Figure 1. Drive-strength map (run 1).
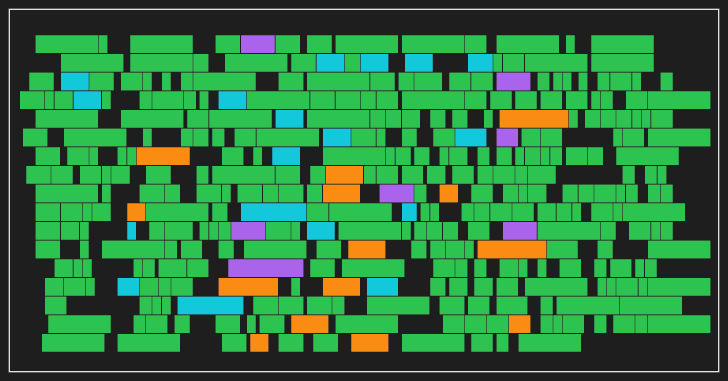
Figure 2. Placed cells, one colour a class (run 1).
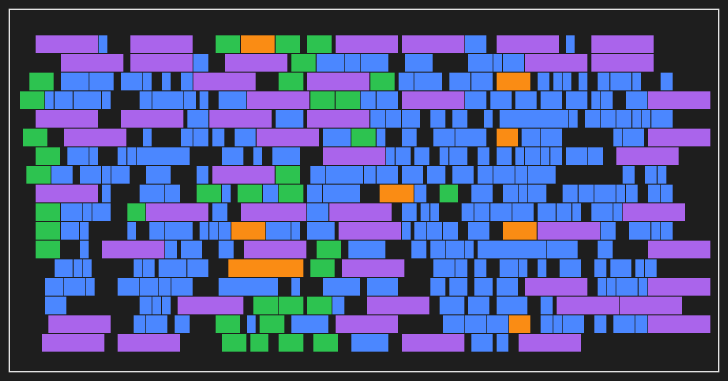
Figure 3. Local utilization (run 1).
Bar = 20 um. The die is cut into 10 by 5 equal tiles; dark blue is low, red is high, 0 to 100% covered.
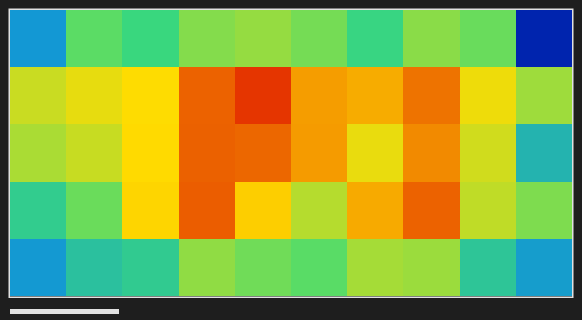
==> src/rtl/uart_pkg.sv <==
// uart_pkg: shared types and helpers for the UART transmit/receive blocks.
//   uart_state_e     frame sequencer states
//   MIN_DIV_DEFAULT  default lower clamp for the baud divisor (clocks per bit)
//   uart_div_eff()   clamps a requested divisor to the minimum
package uart_pkg;

    typedef enum logic [2:0] {
        IDLE,
        START,
        DATA,
        PARITY,
        STOP
    } uart_state_e;

    localparam int unsigned MIN_DIV_DEFAULT = 2;

    function automatic logic [31:0] uart_div_eff(input logic [31:0] div,
                                                 input logic [31:0] min_div);
        return (div < min_div) ? min_div : div;
    endfunction

endpackage

==> src/rtl/uart_baud_gen.sv <==
// uart_baud_gen: bit-period timer shared by the UART transmitter and receiver.
// Ports:
//   i_clk      clock
//   i_rst      asynchronous active-high reset
//   i_div      clocks per bit (caller guarantees >= 2)
//   i_run      count while high; low holds the counter at zero
//   o_bit_end  high in the last clock of each bit period (count == i_div-1)
module uart_baud_gen #(
    parameter int unsigned DIV_W = 16
) (
    input  logic             i_clk,
    input  logic             i_rst,
    input  logic [DIV_W-1:0] i_div,
    input  logic             i_run,
    output logic             o_bit_end
);

    logic [DIV_W-1:0] r_cnt;
    logic             w_last;

    assign w_last    = (r_cnt == (i_div - DIV_W'(1)));
    assign o_bit_end = i_run && w_last;

    always_ff @(posedge i_clk or posedge i_rst) begin
        if (i_rst) begin
            r_cnt <= '0;
        end else if (!i_run || w_last) begin
            r_cnt <= '0;
        end else begin
            r_cnt <= r_cnt + DIV_W'(1);
        end
    end

endmodule

==> src/rtl/uart_tx_frame.sv <==
// uart_tx_frame: parametrised UART transmitter with valid/ready input and
// gapless back-to-back frames. Frame = start, DATA_W data bits LSB first,
// optional parity, 1 or 2 stop bits. Divisor and config sampled at accept.
// Optional feature macro: UART_TX_PARITY_EN (adds cfg_par_odd and the parity bit).
// Ports:
//   sys_clk      clock
//   rst          asynchronous active-high reset
//   cfg_div      clocks per bit, clamped to MIN_DIV
//   cfg_stop2    0: one stop bit, 1: two stop bits
//   cfg_par_odd  1: odd parity, 0: even (UART_TX_PARITY_EN only)
//   tx_data      payload
//   tx_valid     payload valid
//   tx_ready     transfer happens when tx_valid && tx_ready
//   uart_tx      serial line, idle high, registered
//   tx_busy      high while a frame is on the line
//   tx_done      pulse in the last clock of the final stop bit
module uart_tx_frame
    import uart_pkg::*;
#(
    parameter int unsigned DATA_W  = 8,
    parameter int unsigned DIV_W   = 16,
    parameter int unsigned MIN_DIV = MIN_DIV_DEFAULT
) (
    input  logic              sys_clk,
    input  logic              rst,
    input  logic [DIV_W-1:0]  cfg_div,
    input  logic              cfg_stop2,
`ifdef UART_TX_PARITY_EN
    input  logic              cfg_par_odd,
`endif
    input  logic [DATA_W-1:0] tx_data,
    input  logic              tx_valid,
    output logic              tx_ready,
    output logic              uart_tx,
    output logic              tx_busy,
    output logic              tx_done
);

    localparam int unsigned IDX_W = 4;

    uart_state_e       r_state;
    uart_state_e       w_state_next;
    logic [DATA_W-1:0] r_shift;
    logic [IDX_W-1:0]  r_bit_idx;
    logic [DIV_W-1:0]  r_div;
    logic              r_stop2;
    logic              r_stop_cnt;
    logic              r_tx;
`ifdef UART_TX_PARITY_EN
    logic              r_par;
`endif
    logic              w_tx_next;
    logic              w_bit_end;
    logic              w_frame_end;
    logic              w_accept;
    logic              w_last_data;

    uart_baud_gen #(
        .DIV_W(DIV_W)
    ) u_baud (
        .i_clk    (sys_clk),
        .i_rst    (rst),
        .i_div    (r_div),
        .i_run    (r_state != IDLE),
        .o_bit_end(w_bit_end)
    );

    assign w_last_data = (r_bit_idx == IDX_W'(DATA_W - 1));
    assign w_frame_end = (r_state == STOP) && w_bit_end && (r_stop_cnt == r_stop2);
    // Held low during reset even though the state register already reads IDLE.
    assign tx_ready    = !rst && ((r_state == IDLE) || w_frame_end);
    assign w_accept    = tx_valid && tx_ready;
    assign tx_done     = w_frame_end;
    assign tx_busy     = (r_state != IDLE);
    assign uart_tx     = r_tx;

    always_ff @(posedge sys_clk or posedge rst) begin
        if (rst) begin
            r_state <= IDLE;
        end else begin
            r_state <= w_state_next;
        end
    end

    // w_tx_next is the line level for the state being entered, so the
    // registered output changes in the same clock as the state.
    always_comb begin
        w_state_next = r_state;
        w_tx_next    = 1'b1;
        case (r_state)
            IDLE: begin
                if (w_accept) begin
                    w_state_next = START;
                    w_tx_next    = 1'b0;
                end
            end
            START: begin
                w_tx_next = 1'b0;
                if (w_bit_end) begin
                    w_state_next = DATA;
                    w_tx_next    = r_shift[0];
                end
            end
            DATA: begin
                w_tx_next = r_shift[0];
                if (w_bit_end) begin
                    if (w_last_data) begin
`ifdef UART_TX_PARITY_EN
                        w_state_next = PARITY;
                        w_tx_next    = r_par;
`else
                        w_state_next = STOP;
                        w_tx_next    = 1'b1;
`endif
                    end else begin
                        w_tx_next = r_shift[1];
                    end
                end
            end
`ifdef UART_TX_PARITY_EN
            PARITY: begin
                w_tx_next = r_par;
                if (w_bit_end) begin
                    w_state_next = STOP;
                    w_tx_next    = 1'b1;
                end
            end
`endif
            STOP: begin
                w_tx_next = 1'b1;
                if (w_frame_end) begin
                    if (w_accept) begin
                        w_state_next = START;
                        w_tx_next    = 1'b0;
                    end else begin
                        w_state_next = IDLE;
                    end
                end
            end
            default: begin
                w_state_next = IDLE;
            end
        endcase
    end

    always_ff @(posedge sys_clk or posedge rst) begin
        if (rst) begin
            r_shift    <= '0;
            r_bit_idx  <= '0;
            r_div      <= DIV_W'(MIN_DIV);
            r_stop2    <= 1'b0;
            r_stop_cnt <= 1'b0;
            r_tx       <= 1'b1;
`ifdef UART_TX_PARITY_EN
            r_par      <= 1'b0;
`endif
        end else begin
            r_tx <= w_tx_next;
            if (w_accept) begin
                r_shift    <= tx_data;
                r_bit_idx  <= '0;
                r_div      <= DIV_W'(uart_div_eff(32'(cfg_div), 32'(MIN_DIV)));
                r_stop2    <= cfg_stop2;
                r_stop_cnt <= 1'b0;
`ifdef UART_TX_PARITY_EN
                r_par      <= (^tx_data) ^ cfg_par_odd;
`endif
            end else if (w_bit_end) begin
                case (r_state)
                    DATA: begin
                        r_shift   <= r_shift >> 1;
                        r_bit_idx <= r_bit_idx + IDX_W'(1);
                    end
                    STOP: begin
                        r_stop_cnt <= 1'b1;
                    end
                    default: begin
                    end
                endcase
            end
        end
    end

endmodule

==> config.mk <==
export PLATFORM = sky130hd
export DESIGN_NAME = uart_tx_frame
export DESIGN_NICKNAME = d
export VERILOG_FILES = /design/src/rtl/uart_pkg.sv /design/src/rtl/uart_baud_gen.sv /design/src/rtl/uart_tx_frame.sv
export SDC_FILE = /design/constraint.sdc
export NUM_CORES = 1
export LEC_CHECK = 0
export CAP_MARGIN = 20
export CORE_ASPECT_RATIO = 0.5
export CORE_UTILIZATION = 62
export CTS_CLUSTER_SIZE = 20
export DETAILED_ROUTE_END_ITERATION = 16
export PLACE_DENSITY = 0.83
export SYNTH_ARGS = -nofsm -noshare
export SYNTH_HDL_FRONTEND = slang
export SYNTH_HIERARCHICAL = 1
export SYNTH_SLANG_ARGS = --single-unit
==> constraint.sdc <==
create_clock -name sys_clk -period 11 [get_ports sys_clk]
set_input_delay 3.3 -clock sys_clk [delete_from_list [all_inputs] [get_ports sys_clk]]
set_output_delay 3.3 -clock sys_clk [all_outputs]
set_load 0.02 [all_outputs]
==> flow_summary.toml, run 1 <==
# generated from flow reports
[critical_path]
reg2reg_from = "r_div[2]$_DFFE_PP0N_"
criticalPathCategory = "input port to primary output"
reg2regPathDepth = 10

[sta]
setup_viol = 0
tightestPinTransition_ps = 1020

[route]
met1_length_um = 3040
wl_per_cell_um = 16.9
drt_pass1_iterations = 4
avgViaCountPerCell = 6.14
wl_met3_um = 309

[grt]
grt_pass1_vias = 2434

[outcome]
status = "completed"

[synthesis]
synth_cells = 321
yosysSeqAreaShare = 0.395
yosysTopAreaCellShare = 0.379
synth_flops = 50
yosys_area_um2 = 3170

[pwr]
seqPwrFrac = 0.428
pwr-share-clk = 0.174
p_per_area_nw_per_um2 = 219
internal_power_uw = 470
power.switching_uw = 307

[hold_path]
holdCritPathClass = "flip-flop to flip-flop"
hp-start = "u_baud/r_cnt[0]$_DFF_PP0_"

[placement]
port_buffers = 31
dp_hpwl_um = 4900

[clock_network]
cts_tree = "built"
cts_root_buf = "clkbuf_8"
cts-resized-gates = 0

[run]
tool_warnings = 26

[floorplan]
rows = 17

[final_layout]
drive_above_1_share = 0.114
Back to the opening pictures, Figure 1:
Orange is x3 and x4, cells 14, share 4.1%, most used mux2_4. Green is x1 and smaller, cells 303, share 89%, most used dfrtp_1. Purple is x6 and larger, cells 7, share 2.0%, most used clkbuf_8. Cyan is x2, cells 18, share 5.3%, most used mux2_2.

Back to the opening pictures, Figure 2:
Orange is clock drivers and dummy loads, cells 8. Purple is registers, cells 50. Blue is remaining logic cells, cells 250. Green is remaining buffers and delay cells, cells 34.

Back to the opening pictures, Figure 3:
The mean over all tiles is 64%. The densest ninth of the die: middle. 30% of the tiles are over 75% full.

## run 1: sequential cells by signal, indices dropped and copies added, names as in the netlist
register and flops:
r_stop_cnt 1, r_bit_idx 4, r_div 16, r_state 3, r_shift 8, r_stop2 1, u_baud/r_cnt 16, uart_tx 1
## run 1: layout make-up
class,count,area [um2],share of cell area
clock buffer,5,68.8,0.0194
clock inverter,3,47.5,0.0134
inverter,12,45.0,0.0127
multi-input combinational,238,1730,0.485
sequential,50,1250,0.353
tap,66,82.6,0.0232
timing repair buffer,34,333,0.0936
## run 1: cells in the final DEF (no fill, tap or decap), types with 7 or more instances in the layout
cell | netlist | final
nand2_1 | 39 | 39
xnor2_1 | 30 | 30
nor4_1 | 7 | 7
nand2b_1 | 7 | 7
nor2_1 | 12 | 12
clkdlybuf4s50_1 | 0 | 31
a21oi_1 | 22 | 22
nand4_1 | 9 | 9
mux2_2 | 10 | 10
inv_1 | 11 | 11
dfrtp_1 | 48 | 48
o211ai_1 | 8 | 8
xor2_1 | 7 | 7
## run 1: routing by layer
layer,vias up,global-route usage
met5,-,0
met4,0,0.0798
li1,1210,-
met1,1232,0.370
met2,56,0.501
met3,7,0.0547
## run 1: how the worst max path moves through the flow
stage          startpoint        to  slack (ps)  cells after the start
3_5_place_dp          rst  tx_ready        2930                      3
6_report              rst  tx_ready        2950                      3
2_1_floorplan         rst  tx_ready        3730                      1
4_1_cts               rst  tx_ready        2930                      3
3_3_place_gp          rst  tx_ready        3020                      3
5_1_grt               rst  tx_ready        2900                      3
## run 1: power by group through the flow
stage	Sequential (mW)	Combinational [mW]	Clock [mW]
global placement	0.329	0.291	0
CTS	0.331	0.307	0.138
global route	0.344	0.337	0.147
floorplan	0.308	0.263	0
finish	0.333	0.309	0.136
detailed placement	0.334	0.304	0
## run 1: per-stage QoR
stage,instance area (um2),total power [mW],utilization
after CTS,3560,0.776,0.763
after detailed placement,3440,0.639,0.738
final,3560,0.777,0.763
after floorplan,3170,0.571,-
after global placement,3440,0.620,0.738
after global routing,3560,0.828,0.763
## run 1: worst max-delay path, cell delays in order
cell and delay (ps):
clkdlybuf4s50_1 500, nor4_1 290, clkdlybuf4s50_1 660
## run 1: cells by family (layout without fill, tap and decap cells)
group	after synthesis	after routing	share of synthesized area
buffers and inverters	33	54	0.0611
adder cells (fa/ha/maj)	3	3	0.0118
multiplexers	19	19	0.0737
AND-OR/OR-AND	64	64	0.152
flip-flops	50	50	0.395
AND/OR/NAND/NOR	115	115	0.204
XOR/XNOR	37	37	0.102
Figure 4. Signal metal coverage by tile (run 1).
Bar = 20 um. The die is cut into 21 by 11 equal tiles; dark blue is low, red is high, scaled to the fullest tile. Values are wire area over tile area, all layers added.
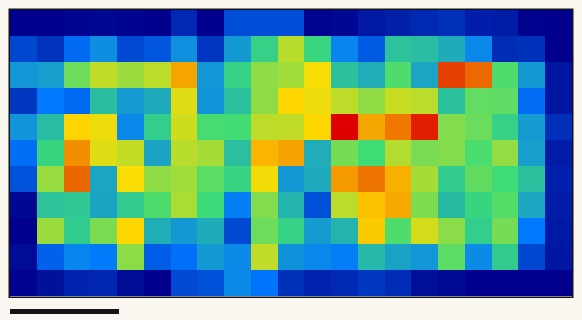

==> inputs of run 2 (changes only) <==
Settings changed: CORE_UTILIZATION 62 to 57, PLACE_DENSITY 0.83 to 0.77.
Clock period 11 ns to 8.4 ns, I/O delays scaled along.
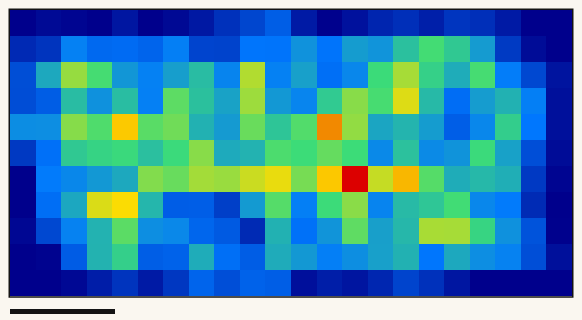
Figure 5: run 2, signal metal coverage by tile.
Bar = 20 um. The die is cut into 22 by 11 equal tiles; dark blue is low, red is high, scaled to the fullest tile. Values are wire area over tile area, all layers added.
9.9% of the tiles are nearly empty. 18% of the tiles are over half the peak. The densest ninth of the die: middle. The fullest tile reaches 0.60. The mean over all tiles is 0.18.

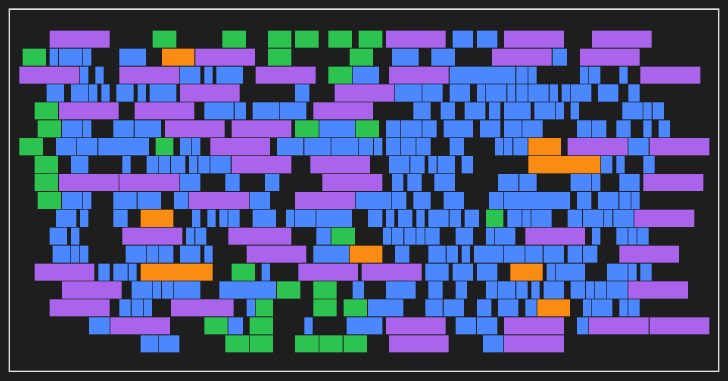
Figure 6: run 2, placed cells, one colour a class.
Orange is clock drivers and dummy loads, cells 8. Blue is remaining logic cells, cells 250. Purple is registers, cells 50. Green is remaining buffers and delay cells, cells 34.

==> flow_summary.toml, run 2 <==
# generated from flow reports
[pwr]
total_power_mw = 1.05
seqPwrFrac = 0.416
swShare = 0.378
p_per_area_nw_per_um2 = 293
power.switching_uw = 397
internal_power_uw = 653

[grt]
use_met2 = 0.443
grt_pass1_vias = 2358
gr-usage-met3 = 0.0583
busiest_layer = "met2"

[synthesis]
yosys_area_um2 = 3170
synth_cells = 321
synth_flops = 50
yosysSeqAreaShare = 0.395
topCellsByArea = "dfrtp_1 (38%), xnor2_1 (8.3%), nand2_1 (4.6%)"

[clock_network]
cts-resized-gates = 0
cts_root_buf = "clkbuf_8"

[run]
tool_warnings = 26

[floorplan]
rows = 18

[final_layout]
drive_above_1_share = 0.114
lay_top_cells = "dfrtp_1 (48), nand2_1 (39), clkdlybuf4s50_1 (31), xnor2_1 (30), a21oi_1 (22)"
final_util = 0.699
final_area_um2 = 3590
reg.largest.list = "r_div x16, u_baud/r_cnt x16, r_shift x8"

[critical_path]
crit_chain = "nor4_2 > nand3_1 > xnor2_1 > o221a_1 > a21o_1 > nor4_1 > buf_4 > a21oi_1 > nor4_1 > clkdlybuf4s50_1"
crit_top_cell = "nor4_1"
cpMaxStageDelayCell = "nor4_2"

[placement]
dp_hpwl_um = 4780
port_buffers = 31
gp_congestion = 0.809

[route]
avgViaCountPerCell = 6.04
drt_pass1_iterations = 4

[hold_path]
holdCritPathClass = "flip-flop to flip-flop"

[outcome]
status = "completed"

[sta]
tightestPinTransition_ps = 1030
-- run 2: worst max-delay path: cells and delay by family, from the launching register on --
| family | cells | cell delay [ps] |
|---|---|---|
| simple gates | 4 | 1650 |
| xor+xnor | 1 | 210 |
| flops | 1 | 470 |
| compound gates | 3 | 640 |
| buf+inv | 2 | 910 |
-- run 2: cells by family (layout without fill, tap and decap cells) --
logic type	count (synthesis)	after routing	share of synthesized area
and+or+nand+nor	115	115	0.204
AOI/OAI and AO/OA	64	64	0.152
DFF	50	50	0.395
xor gates and xnor gates	37	37	0.102
buffers and inverters	33	54	0.0611
muxes	19	19	0.0737
adders and majority gates	3	3	0.0118
-- run 2: final cells by class --
cell class                 instances  area (um2)
multi-input combinational        238        1730
fill                             398        1550
sequential                        50        1250
timing repair buffer              34         333
tap                               70        87.6
clock buffer                       6        82.6
clock inverter                     2        60.1
inverter                          12        45.0
-- run 2: power by group through the flow --
stage / Combinational (mW) / Sequential (mW) / Clock, mW
6_report: 0.402 / 0.437 / 0.211
5_1_grt: 0.443 / 0.451 / 0.224
3_3_place_gp: 0.384 / 0.432 / 0
2_1_floorplan: 0.344 / 0.403 / 0
4_1_cts: 0.403 / 0.434 / 0.215
3_5_place_dp: 0.397 / 0.438 / 0
-- run 2: layer usage --
layer  vias up  part of all wire
met4         0            0.0062
met1      1243              0.46
li1       1199                 -
met2        41              0.49
met5         -                 0
met3         5             0.046
-- run 2: path summary, 6_finish.rpt --
| kind | slack [ps] | start | end | depth (start not counted) |
|---|---|---|---|---|
| max in group asynchronous | 5240 | rst | u_baud/r_cnt[9]$_DFF_PP0_ | 2 |
| worst min-delay path | 510 | r_shift[5]$_DFFE_PP0P_ | r_shift[4]$_DFFE_PP0P_ | 2 |
| worst min register to register | 510 | r_shift[5]$_DFFE_PP0P_ | r_shift[4]$_DFFE_PP0P_ | 2 |
| worst max register to register | 3860 | r_div[2]$_DFFE_PP0N_ | r_div[10]$_DFFE_PP0N_ | 10 |
| min in group asynchronous | 2720 | rst | r_div[5]$_DFFE_PP0N_ | 3 |
| worst max-delay path | 1670 | r_div[2]$_DFFE_PP0N_ | tx_ready | 10 |
Figure 7. Drive-strength map (run 2).
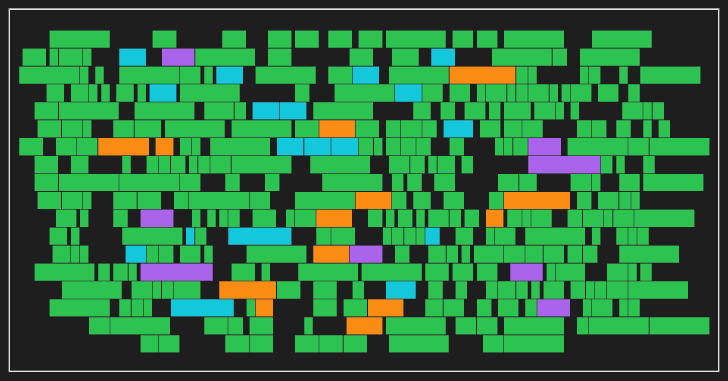

==> inputs of run 3 (changes only) <==
Clock period 8.4 ns to 6.4 ns, I/O delays scaled along.
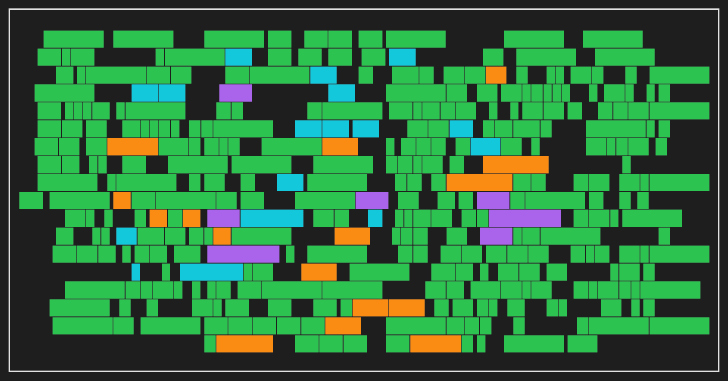
Figure 8: run 3, drive-strength map.
Purple is x6 and larger, cells 7, share 2.0%, most used clkbuf_8. Orange is x3 and x4, cells 16, share 4.7%, most used mux2_4. Green is x1 and smaller, cells 303, share 88%, most used dfrtp_1. Cyan is x2, cells 17, share 5.0%, most used mux2_2.

==> flow_summary.toml, run 3 <==
# generated from flow reports
[final_layout]
regArea_um2 = 1250
reg.largest.list = "r_div x16, u_baud/r_cnt x16, r_shift x8"
final_util = 0.701
drive_above_1_share = 0.117
lay_top_cells = "dfrtp_1 (48), nand2_1 (39), clkdlybuf4s50_1 (31), xnor2_1 (30), a21oi_1 (22)"
fillers = 394

[critical_path]
reg2regPathDepth = 12
crit_chain = "inv_1 > ha_1 > nor2b_1 > a31oi_1 > o32ai_1 > a31oi_1 > or3_1 > nor4_1 > a21oi_1 > nor4_1 > clkdlybuf4s50_1"
cp_num_buf_inv = 2
cpMaxStageDelayCell = "clkdlybuf4s50_1"
reg2reg_from = "r_div[0]$_DFFE_PP0N_"
crit_family = "simple AND/OR/NAND/NOR gates"
r2r_slack_ps = 1610
critPathRequiredTime_ps = 4480
reg2reg_to = "r_div[8]$_DFFE_PP0N_"

[synthesis]
synth_cells = 321
synth_flops = 50
topCellsByArea = "dfrtp_1 (38%), xnor2_1 (8.3%), nand2_1 (4.6%)"
yosys_area_um2 = 3170
yosysSeqAreaShare = 0.395

[hold_path]
hold_depth = 2
hp-start = "r_shift[5]$_DFFE_PP0P_"
holdCritPathClass = "flip-flop to flip-flop"

[clock_network]
cts_root_buf = "clkbuf_8"

[run]
tool_warnings = 26

[floorplan]
rows = 18

[outcome]
status = "completed"

[sta]
tightestPinTransition_ps = 940

[placement]
gp_congestion = 0.825
port_buffers = 31
dp_hpwl_um = 4890

[grt]
grt_pass1_vias = 2351

[pwr]
total_power_mw = 1.38

[route]
drt_pass1_iterations = 4
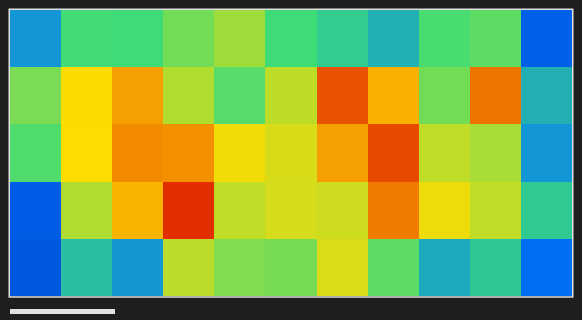
Figure 9: run 3, local utilization.
Bar = 20 um. The die is cut into 11 by 5 equal tiles; dark blue is low, red is high, 0 to 100% covered.
The mean over all tiles is 60%. The fullest tile reaches 95%. 20% of the tiles are over 75% full.

==> run 3: cell count changes in the layout (fill, tap and decap cells not counted) <==
cell and delta:
clkbuf_8 -1, clkinv_4 +1, buf_4 +1, nor4_4 +1
nor4_2 -1
==> run 3: tightest hold or removal path, delay by kind of cell, from the launching register on <==
kind / cells / cell delay (ps)
AOI/OAI and AO/OA: 1 / 70
DFF: 1 / 350
and+or+nand+nor: 1 / 60
==> run 3: timing repair <==
item,CTS,global route
endpoints found under the setup margin,0,2
hold buffers,0,0
gates resized,0,1
==> run 3: kinds of logic (layout without fill, tap and decap cells) <==
kind of cell               after synthesis  in the layout  synth area share
and+or+nand+nor                        115            115             0.204
AOI/OAI and AO/OA                       64             64             0.152
DFF                                     50             50             0.395
xor gates and xnor gates                37             37             0.102
buffers and inverters                   33             55            0.0611
muxes                                   19             19            0.0737
adders and majority gates                3              3            0.0118
==> run 3: how the worst max path moves through the flow <==
stage / slack, ps / endpoint / cells past startpoint
2_1_floorplan: 1180 / tx_ready / 11
3_3_place_gp: 730 / tx_ready / 9
3_5_place_dp: 640 / tx_ready / 9
4_1_cts: 210 / tx_ready / 9
5_1_grt: 4 / tx_ready / 11
6_report: 230 / tx_ready / 11
==> run 3: power breakdown <==
part / internal (mW) / switching [mW] / leakage (nW)
registers: 0.427 / 0.150 / 0.631
clock network: 0.157 / 0.113 / 0.0683
logic: 0.270 / 0.267 / 0.737
==> run 3: metal layers <==
metal | wire length (um) | up-vias | GRT usage
met3 | 287 | 5 | 0.0476
met5 | 0 | - | 0
met2 | 3270 | 40 | 0.436
met1 | 3210 | 1235 | 0.327
met4 | 35 | 0 | 0.0571
li1 | - | 1198 | -
==> run 3: final cells by class <==
type                       count  share of cell area
tap                           70              0.0243
clock buffer                   5              0.0191
sequential                    50               0.348
timing repair buffer          35              0.0946
inverter                      12              0.0125
multi-input combinational    238               0.482
clock inverter                 3              0.0191
==> run 3: metrics by stage <==
| step | setup WS, ps | area [um2] |
|---|---|---|
| 2_1_floorplan | 1180 | 3170 |
| 3_3_place_gp | 731 | 3450 |
| 3_5_place_dp | 643 | 3450 |
| 4_1_cts | 209 | 3590 |
| 5_1_grt | 4.32 | 3600 |
| 6_report | 231 | 3600 |
Power and IR drop assume default switching activity.
